### src/rtl/pdm_capture_ctrl_if.sv
// pdm_capture_ctrl_if
//   Valid/ready word stream from the capture controller's output FIFO to
//   the downstream audio storage/playback logic.
//   valid : head word present
//   ready : consumer accepts head when valid & ready
//   data  : head word
//   last  : head is the final word of a count-terminated session
interface pdm_capture_ctrl_if #(
    parameter int WORD_W = 16
) ();
    logic              valid;
    logic              ready;
    logic [WORD_W-1:0] data;
    logic              last;

    modport master (output valid, output data, output last, input ready);
    modport slave  (input valid, input data, input last, output ready);
endinterface

### src/rtl/pdm_capture_ctrl.sv
// pdm_capture_ctrl
//   Sequences the PDM microphone deserializer for one capture session:
//   start/stop, warm-up word discard, channel select, and a small
//   first-word-fall-through FIFO feeding a valid/ready output stream.
// Ports
//   clock, reset_n   : rising-edge clock, synchronous active-low reset
//   start, stop      : session control pulses
//   num_words        : words to capture (0 = until stop), latched on start
//   channel_sel      : mic channel, latched on start
//   des_enable_o     : deserializer enable (registered)
//   des_irsel_o      : latched channel select (registered)
//   des_done_i/des_data_i : finished word strobe and word
//   m                : output stream (master modport)
//   busy_o, capture_done_o, overflow_o, drop_cnt_o : session status
module pdm_capture_ctrl #(
    parameter int WORD_W       = 16,
    parameter int FIFO_DEPTH   = 8,
    parameter int WARMUP_WORDS = 4,
    parameter int CNT_W        = 20
) (
    input  logic                   clock,
    input  logic                   reset_n,
    input  logic                   start,
    input  logic                   stop,
    input  logic [CNT_W-1:0]       num_words,
    input  logic                   channel_sel,
    output logic                   des_enable_o,
    output logic                   des_irsel_o,
    input  logic                   des_done_i,
    input  logic [WORD_W-1:0]      des_data_i,
    pdm_capture_ctrl_if.master     m,
    output logic                   busy_o,
    output logic                   capture_done_o,
    output logic                   overflow_o,
    output logic [7:0]             drop_cnt_o
);
    localparam int PTR_W = $clog2(FIFO_DEPTH);
    localparam logic [PTR_W:0]   DEPTH_L  = (PTR_W+1)'(FIFO_DEPTH);
    localparam logic [CNT_W-1:0] WARMUP_L = CNT_W'(WARMUP_WORDS);

    typedef enum logic [1:0] {
        ST_IDLE    = 2'd0,
        ST_WARMUP  = 2'd1,
        ST_CAPTURE = 2'd2,
        ST_FLUSH   = 2'd3
    } state_t;

    state_t            state_r, next_state_s;
    logic [CNT_W-1:0]  num_words_r, warm_cnt_r, cap_cnt_r;
    logic [CNT_W-1:0]  warm_inc_s, cap_inc_s;
    logic              des_enable_r, irsel_r, busy_r, capture_done_r, overflow_r;
    logic [7:0]        drop_cnt_r;
    logic [PTR_W-1:0]  wr_ptr_r, rd_ptr_r;
    logic [PTR_W:0]    count_r;
    logic [WORD_W-1:0] mem_data_r [FIFO_DEPTH];
    logic              mem_last_r [FIFO_DEPTH];
    logic              push_s, pop_s, drop_s, final_s;

    assign warm_inc_s = warm_cnt_r + CNT_W'(1);
    assign cap_inc_s  = cap_cnt_r + CNT_W'(1);

    // Next-state decode plus FIFO push/pop/drop qualification.
    always_comb begin
        next_state_s = state_r;
        push_s       = 1'b0;
        drop_s       = 1'b0;
        final_s      = 1'b0;
        pop_s        = (count_r != {(PTR_W+1){1'b0}}) && m.ready;
        case (state_r)
            ST_IDLE: begin
                if (start) begin
                    next_state_s = (WARMUP_WORDS == 0) ? ST_CAPTURE : ST_WARMUP;
                end else begin
                    next_state_s = ST_IDLE;
                end
            end
            ST_WARMUP: begin
                if (stop) begin
                    next_state_s = ST_FLUSH;
                end else if (des_done_i && (warm_inc_s == WARMUP_L)) begin
                    next_state_s = ST_CAPTURE;
                end else begin
                    next_state_s = ST_WARMUP;
                end
            end
            ST_CAPTURE: begin
                if (des_done_i) begin
                    final_s = (num_words_r != {CNT_W{1'b0}}) && (cap_inc_s == num_words_r);
                    // A pop in the same cycle frees the slot being written.
                    if ((count_r < DEPTH_L) || pop_s) begin
                        push_s = 1'b1;
                    end else begin
                        drop_s = 1'b1;
                    end
                end else begin
                    final_s = 1'b0;
                end
                if (stop || final_s) begin
                    next_state_s = ST_FLUSH;
                end else begin
                    next_state_s = ST_CAPTURE;
                end
            end
            ST_FLUSH: begin
                if (count_r == {(PTR_W+1){1'b0}}) begin
                    next_state_s = ST_IDLE;
                end else begin
                    next_state_s = ST_FLUSH;
                end
            end
            default: next_state_s = ST_IDLE;
        endcase
    end

    // Session state, latched controls, counters and registered status outputs.
    always_ff @(posedge clock) begin
        if (!reset_n) begin
            state_r        <= ST_IDLE;
            num_words_r    <= {CNT_W{1'b0}};
            irsel_r        <= 1'b0;
            des_enable_r   <= 1'b0;
            busy_r         <= 1'b0;
            capture_done_r <= 1'b0;
            overflow_r     <= 1'b0;
            drop_cnt_r     <= 8'd0;
            warm_cnt_r     <= {CNT_W{1'b0}};
            cap_cnt_r      <= {CNT_W{1'b0}};
        end else begin
            state_r        <= next_state_s;
            des_enable_r   <= (next_state_s == ST_WARMUP) || (next_state_s == ST_CAPTURE);
            busy_r         <= (next_state_s != ST_IDLE);
            capture_done_r <= (state_r == ST_FLUSH) && (next_state_s == ST_IDLE);
            if ((state_r == ST_IDLE) && start) begin
                num_words_r <= num_words;
                irsel_r     <= channel_sel;
                overflow_r  <= 1'b0;
                drop_cnt_r  <= 8'd0;
                warm_cnt_r  <= {CNT_W{1'b0}};
                cap_cnt_r   <= {CNT_W{1'b0}};
            end else begin
                if ((state_r == ST_WARMUP) && des_done_i) begin
                    warm_cnt_r <= warm_inc_s;
                end
                // Dropped words still count toward num_words.
                if ((state_r == ST_CAPTURE) && des_done_i) begin
                    cap_cnt_r <= cap_inc_s;
                end
                if (drop_s) begin
                    overflow_r <= 1'b1;
                    if (drop_cnt_r != 8'hFF) begin
                        drop_cnt_r <= drop_cnt_r + 8'd1;
                    end
                end
            end
        end
    end

    // FIFO pointers and occupancy; count disambiguates full from empty.
    always_ff @(posedge clock) begin
        if (!reset_n) begin
            wr_ptr_r <= {PTR_W{1'b0}};
            rd_ptr_r <= {PTR_W{1'b0}};
            count_r  <= {(PTR_W+1){1'b0}};
        end else begin
            if (push_s) begin
                wr_ptr_r <= wr_ptr_r + PTR_W'(1);
            end
            if (pop_s) begin
                rd_ptr_r <= rd_ptr_r + PTR_W'(1);
            end
            case ({push_s, pop_s})
                2'b10:   count_r <= count_r + (PTR_W+1)'(1);
                2'b01:   count_r <= count_r - (PTR_W+1)'(1);
                default: count_r <= count_r;
            endcase
        end
    end

    // FIFO storage; contents need no reset because count gates visibility.
    always_ff @(posedge clock) begin
        if (push_s) begin
            mem_data_r[wr_ptr_r] <= des_data_i;
            mem_last_r[wr_ptr_r] <= final_s;
        end
    end

    assign m.valid        = (count_r != {(PTR_W+1){1'b0}});
    assign m.data         = m.valid ? mem_data_r[rd_ptr_r] : {WORD_W{1'b0}};
    assign m.last         = m.valid ? mem_last_r[rd_ptr_r] : 1'b0;
    assign des_enable_o   = des_enable_r;
    assign des_irsel_o    = irsel_r;
    assign busy_o         = busy_r;
    assign capture_done_o = capture_done_r;
    assign overflow_o     = overflow_r;
    assign drop_cnt_o     = drop_cnt_r;
endmodule

### src/flat_wrapper.sv
// flat-port wrapper written by rule: the top's interface ports become plain ports
module pdm_capture_ctrl_flat 
#(
    parameter int WORD_W       = 16,
    parameter int FIFO_DEPTH   = 8,
    parameter int WARMUP_WORDS = 4,
    parameter int CNT_W        = 20
)
  (clock, reset_n, start, stop, num_words, channel_sel, des_enable_o, des_irsel_o, des_done_i, des_data_i, busy_o, capture_done_o, overflow_o, drop_cnt_o, m_valid, m_data, m_last, m_ready);
  pdm_capture_ctrl_if #(.WORD_W(WORD_W)) m_i ();
  input  logic clock;
  input  logic reset_n;
  input  logic start;
  input  logic stop;
  input  logic [CNT_W-1:0] num_words;
  input  logic channel_sel;
  output logic des_enable_o;
  output logic des_irsel_o;
  input  logic des_done_i;
  input  logic [WORD_W-1:0] des_data_i;
  output logic busy_o;
  output logic capture_done_o;
  output logic overflow_o;
  output logic [7:0] drop_cnt_o;
  output wire logic [$bits(m_i.valid)-1:0] m_valid;
  output wire logic [$bits(m_i.data)-1:0] m_data;
  output wire logic [$bits(m_i.last)-1:0] m_last;
  input wire logic [$bits(m_i.ready)-1:0] m_ready;
  assign m_valid = m_i.valid;
  assign m_data = m_i.data;
  assign m_last = m_i.last;
  assign m_i.ready = m_ready;
  pdm_capture_ctrl #(.WORD_W(WORD_W), .FIFO_DEPTH(FIFO_DEPTH), .WARMUP_WORDS(WARMUP_WORDS), .CNT_W(CNT_W)) u_core (.clock(clock), .reset_n(reset_n), .start(start), .stop(stop), .num_words(num_words), .channel_sel(channel_sel), .des_enable_o(des_enable_o), .des_irsel_o(des_irsel_o), .des_done_i(des_done_i), .des_data_i(des_data_i), .m(m_i), .busy_o(busy_o), .capture_done_o(capture_done_o), .overflow_o(overflow_o), .drop_cnt_o(drop_cnt_o));
endmodule
### config.mk
export PLATFORM = sky130hd
export DESIGN_NAME = pdm_capture_ctrl_flat
export DESIGN_NICKNAME = d
export VERILOG_FILES = /design/src/rtl/pdm_capture_ctrl_if.sv /design/src/rtl/pdm_capture_ctrl.sv /design/src/flat_wrapper.sv
export SDC_FILE = /design/constraint.sdc
export NUM_CORES = 1
export LEC_CHECK = 0
export CAP_MARGIN = 25
export CORE_ASPECT_RATIO = 1.2
export CORE_MARGIN = 2
export CORE_UTILIZATION = 45
export CTS_BUF_LIST = sky130_fd_sc_hd__clkbuf_2
export DETAILED_ROUTE_END_ITERATION = 10
export GPL_TIMING_DRIVEN = 0
export MAX_ROUTING_LAYER = met4
export PLACE_DENSITY = 0.66
export REMOVE_ABC_BUFFERS = 1
export SETUP_SLACK_MARGIN = 0.02
export SYNTH_ARGS = -nofsm -noshare
export SYNTH_HDL_FRONTEND = slang
export SYNTH_SLANG_ARGS = --single-unit
export TNS_END_PERCENT = 50
### constraint.sdc
create_clock -name clock -period 3.2 [get_ports clock]
set_input_delay 0.64 -clock clock [delete_from_list [all_inputs] [get_ports clock]]
set_output_delay 0.64 -clock clock [all_outputs]
set_load 0.005 [all_outputs]
run_1/final_placement.png
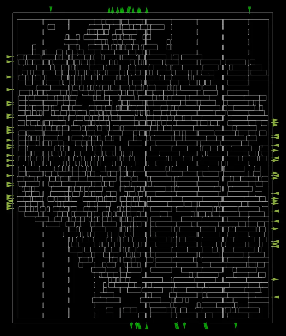
post-route core utilization: 0.5498
Layout Cells excl Fill: 1250
flop count: 224
Core Rows: 59

run_1/port_nets.png
Drawn at 1.5 px/µm.
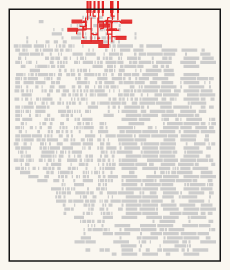
| color | port | direction | edge | end cells | buffers | wire |
|---|---|---|---|---|---|---|
| red | drop_cnt_o | output | north | 8 | 8 | 257 µm |

run_1/metal_stack.png
Drawn at 1.5 px/µm. Two of the layers only.
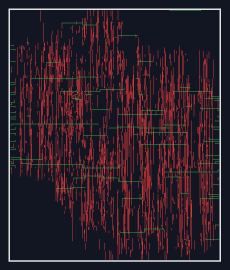
| color | layer | wire length |
|---|---|---|
| green | met3 | 923 µm |
| red | met2 | 10600 µm |

==> impl_metrics.json, run 1 <==
{
  "top_cell_area_share": 0.4109,
  "gp_congestion": 0.8490,
  "drt_iter0_drc": 329,
  "crit_chain": "buf_4, buf_12, mux4_2, mux2i_1, nor2_1, dlygate4sd2_1",
  "ios": 74,
  "r2r_end": "u_core.des_enable_o",
  "yosys_cells": 806,
  "drive_gt1_frac": 0.2043,
  "cp.depth": 6,
  "reg2reg_depth": 10,
  "crit_path_max_incr_delay_ns": 0.51,
  "path_max_fanout": 11,
  "async_reset_ff_frac": 0,
  "finalCritPeriodShare": 0.9741,
  "worst_ep_required_time_ns": 2.56,
  "worst_ep_arrival_time_ns": 2.48,
  "drcViolationCount": 0,
  "fmax_ghz": 0.3208,
  "power_density_nw_per_um2": 461.7,
  "wl_um": 20520,
  "status": "finished clean",
  "synth_area_um2": 9940,
  "whs_path_depth": 3,
  "cts.sinks": 224,
  "critPathBufInv": 3,
  "dpl.hpwl_um": 13580,
  "post_drt_wl_per_cell_um": 16.41,
  "ys_types": 63,
  "pre_cts_slack_ns": -0.8428,
  "routed_via_density": 5.190,
  "leakage_nw": 4.042,
  "maxCapViolCount": 0,
  "core_area_um2": 21700
}
==> run 1: cell usage after synthesis, types with 18 or more instances <==
cell type / instances
a21boi_0: 24
clkbuf_1: 27
dfxtp_1: 88
edfxtp_1: 136
mux2i_1: 22
mux4_2: 34
nand2_1: 80
nand3_1: 24
nor2_1: 81
nor3_1: 19
o21ai_0: 18
xnor2_1: 46
xor2_1: 32
==> run 1: registers in the layout (all words and copies together), names as in the netlist, named ones only <==
signal and cells:
u_core.busy_o 1, u_core.cap_cnt_r 20, u_core.capture_done_o 1, u_core.count_r 4
u_core.des_enable_o 1, u_core.des_irsel_o 1, u_core.drop_cnt_o 8, u_core.mem_data_r 128
u_core.mem_last_r 8, u_core.num_words_r 20, u_core.overflow_o 1, u_core.rd_ptr_r 3
u_core.state_r 2, u_core.warm_cnt_r 20, u_core.wr_ptr_r 3
==> run 1: metal layers <==
metal	GRT usage	part of all wire	up-vias
met1	0.2131	0.42	3087
met4	0.05696	0.020	0
li1	-	-	3230
met2	0.3150	0.52	132
met5	-	0	-
met3	0.03767	0.045	38
==> run 1: layout by cell type (no fill, tap or decap), drive strengths merged, types with 6 or more instances in the layout <==
cell             n
a21boi          25
a21oi           15
and2            15
and3             9
and4             6
buf             43
clkbuf          79
clkdlybuf4s50   56
clkinv          18
dfxtp           88
dlygate4sd2     10
edfxtp         136
ha               9
inv             14
mux2i           22
mux4            34
nand2           80
nand3           25
nand4           16
nor2            81
nor2b            7
nor3            19
nor4             9
o21ai           18
or3              7
xnor2           47
xor2            32
==> run 1: worst min-delay path: stages <==
cell and delay (ns):
clkdlybuf4s50_1 0.39, nand2_1 0.05, a21boi_0 0.06
==> run 1: layout make-up <==
class	instances	share of cell area
Sequential cell	224	0.4909
Multi-Input combinational cell	524	0.3291
Timing Repair Buffer	116	0.1047
Clock buffer	75	0.03146
Tap cell	274	0.02873
Clock inverter	20	0.009856
Inverter	15	0.004718
Antenna cell	2	0.0004194
==> run 1: stage by stage <==
step / power (mW) / area, µm²
6_report: 5.510 / 11930
5_1_grt: 5.794 / 11930
4_1_cts: 5.586 / 11840
3_5_place_dp: 3.672 / 11120
3_3_place_gp: 3.642 / 10820
2_1_floorplan: 3.437 / 9749
==> run 1: cells by family (layout without fill, tap and decap cells) <==
kind of cell,count (synthesis),count (layout),synth area share
buffers and inverters,58,226,0.02480
adder cells (fa/ha/maj),10,10,0.01334
AND-OR/OR-AND,85,85,0.05753
multiplexers,56,56,0.09919
other,0,2,0
flip-flops,224,224,0.5881
AND/OR/NAND/NOR,294,294,0.1466
XOR/XNOR,79,79,0.07037
==> run 1: timing repair <==
| action | CTS | global route |
|---|---|---|
| hold buffers | 0 | 0 |
| pin swaps | 1 | 1 |
| cloned | 3 | 0 |
| endpoints found under the setup margin | 27 | 30 |
| setup buffers | 12 | 9 |
| resized | 31 | 16 |
==> run 1: power by group <==
group	internal (mW)	switching, mW
sequential	3.09	0.0419
combinational	0.294	0.241
clock	0.721	1.12
run_1/pins.png
Drawn at 3 px/µm. Pins as bars across the die edge, other pins in gray.
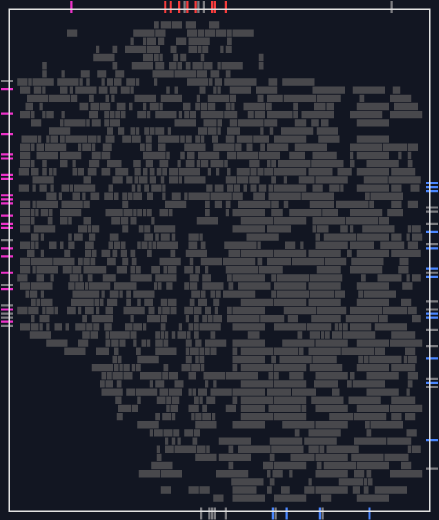

==> run 2: changes to the inputs <==
CORE_MARGIN = 5   (was 2)
run_2/pins.png
Drawn at 3 px/µm. Pins as bars across the die edge, other pins in gray.
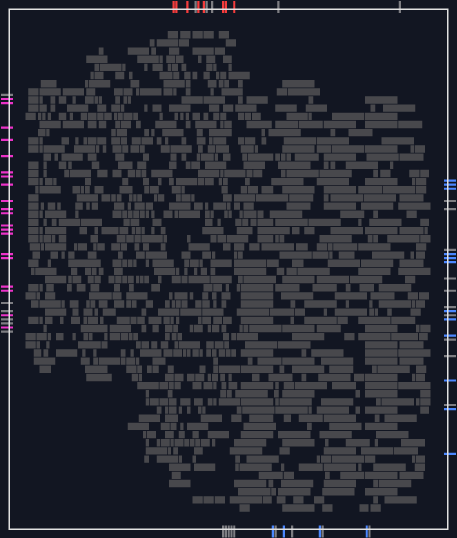
| color | port | pins | direction | edge |
|---|---|---|---|---|
| red | drop_cnt_o | 8 | output | north |
| blue | m_data | 16 | output | 12 east, 4 south |
| magenta | num_words | 20 | input | west |

==> impl_metrics.json, run 2 <==
{
  "yosys_cells": 806,
  "tightest_slew_ns": 0.9872,
  "top_cell": "edfxtp_1",
  "die_w_um": 145.7,
  "top_register": "u_core.mem_data_r",
  "stdcell_count": 1233,
  "gp_congestion": 0.8279,
  "maxCapViolCount": 0,
  "cts_hold_buf": 0,
  "wl_um": 19860,
  "dpl.hpwl_um": 13440,
  "r2r_end": "u_core.des_enable_o",
  "reg2reg_depth": 9,
  "drcViolationCount": 0,
  "leakage_nw": 3.901,
  "reg2reg_from": "u_core.cap_cnt_r[5]",
  "endpoint_kind": "primary output",
  "edf_count": 136,
  "drive_gt1_frac": 0.1785,
  "fmax_ghz": 0.3236,
  "yosys_warnings": 0,
  "routed_via_density": 5.190,
  "core_area_um2": 21700,
  "ios": 74,
  "ys_types": 63,
  "place_inst": 1126,
  "post-route-util": 0.5395,
  "finalCritPeriodShare": 0.9656,
  "synth_area_um2": 9940,
  "async_reset_ff_frac": 0,
  "worst_ep_arrival_time_ns": 2.45,
  "final_cell_mix": "edfxtp_1 (136), dfxtp_1 (81), nand2_1 (79), nor2_1 (78), clkbuf_2 (65)",
  "cts.sinks": 224,
  "status": "finished clean",
  "drt_iter0_drc": 252,
  "power_density_nw_per_um2": 459.6,
  "top_cell_area_share": 0.4109,
  "row_count": 59,
  "layout_top_cell": "edfxtp_1",
  "path_max_fanout": 14,
  "largest_reg_flops": 128,
  "common_cells": "edfxtp_1 (136), dfxtp_1 (88), nor2_1 (81)"
}
==> run 2: worst min-delay path by stage <==
stage	startpoint	end	slack, ns	depth (start not counted)
global route	num_words[11]	u_core.num_words_r[11]	0.31	3
detailed placement	u_core.des_irsel_o	u_core.des_irsel_o	0.47	2
floorplan	u_core.des_irsel_o	u_core.des_irsel_o	0.46	2
global placement	u_core.des_irsel_o	u_core.des_irsel_o	0.46	2
CTS	num_words[11]	u_core.num_words_r[11]	0.32	3
finish	num_words[11]	u_core.num_words_r[11]	0.41	3
==> run 2: what timing repair did <==
item | 4_1_cts | 5_1_grt
buffers inserted | 6 | 2
pin swaps | 1 | 0
resized | 24 | 15
setup endpoints to repair | 29 | 20
gates cloned | 0 | 1
==> run 2: critical path: stages, from the launching register on <==
cell	delay, ns
dfxtp_4	0.44
buf_12	0.19
mux4_2	0.51
mux2i_1	0.20
nor2_1	0.08
dlygate4sd2_1	0.27
==> run 2: power by group <==
group	switching, mW	internal [mW]	total [mW]
Sequential	0.0426	3.09	3.13
Clock	1.11	0.661	1.77
Combinational	0.223	0.254	0.478
Total	1.38	4.00	5.38
==> run 2: kinds of logic (layout without fill, tap and decap cells) <==
| logic type | Yosys count | count (layout) | synth area share |
|---|---|---|---|
| simple gates | 294 | 294 | 0.1466 |
| fa+ha+maj | 10 | 10 | 0.01334 |
| buf+inv | 58 | 210 | 0.02480 |
| flops | 224 | 224 | 0.5881 |
| mux | 56 | 56 | 0.09919 |
| other cells | 0 | 1 | 0 |
| compound gates | 85 | 85 | 0.05753 |
| xor+xnor | 79 | 79 | 0.07037 |
==> run 2: cell type report <==
| cell class | count | area (µm²) | area share |
|---|---|---|---|
| clock inverter | 33 | 170.2 | 0.01453 |
| antenna | 1 | 2.502 | 0.0002137 |
| clock buffer | 64 | 320.3 | 0.02735 |
| tap | 274 | 342.8 | 0.02928 |
| timing repair buffer | 98 | 1031 | 0.08804 |
| sequential | 224 | 5862 | 0.5006 |
| inverter | 15 | 56.30 | 0.004808 |
| multi-input combinational | 524 | 3925 | 0.3352 |
==> run 2: through the flow <==
stage | setup WS [ns] | hold WS (ns) | cell area (µm²) | power [mW]
after floorplan | -0.3273 | 0.4599 | 9749 | 3.437
after global placement | -3.081 | 0.4615 | 10820 | 3.643
after detailed placement | -0.8469 | 0.4669 | 11080 | 3.672
after CTS | 0.04365 | 0.3199 | 11640 | 5.474
after global routing | -0.03329 | 0.3132 | 11710 | 5.683
final | 0.1100 | 0.4080 | 11710 | 5.381
==> run 2: routing by layer <==
| layer | part of all wire | track usage | wire (µm) |
|---|---|---|---|
| met3 | 0.043 | 0.03377 | 851 |
| met2 | 0.52 | 0.2755 | 10430 |
| met4 | 0.020 | 0.05638 | 392 |
| met1 | 0.41 | 0.1849 | 8192 |
| met5 | 0 | - | 0 |
No activity file was given, so power comes from the tool's default toggle rates.
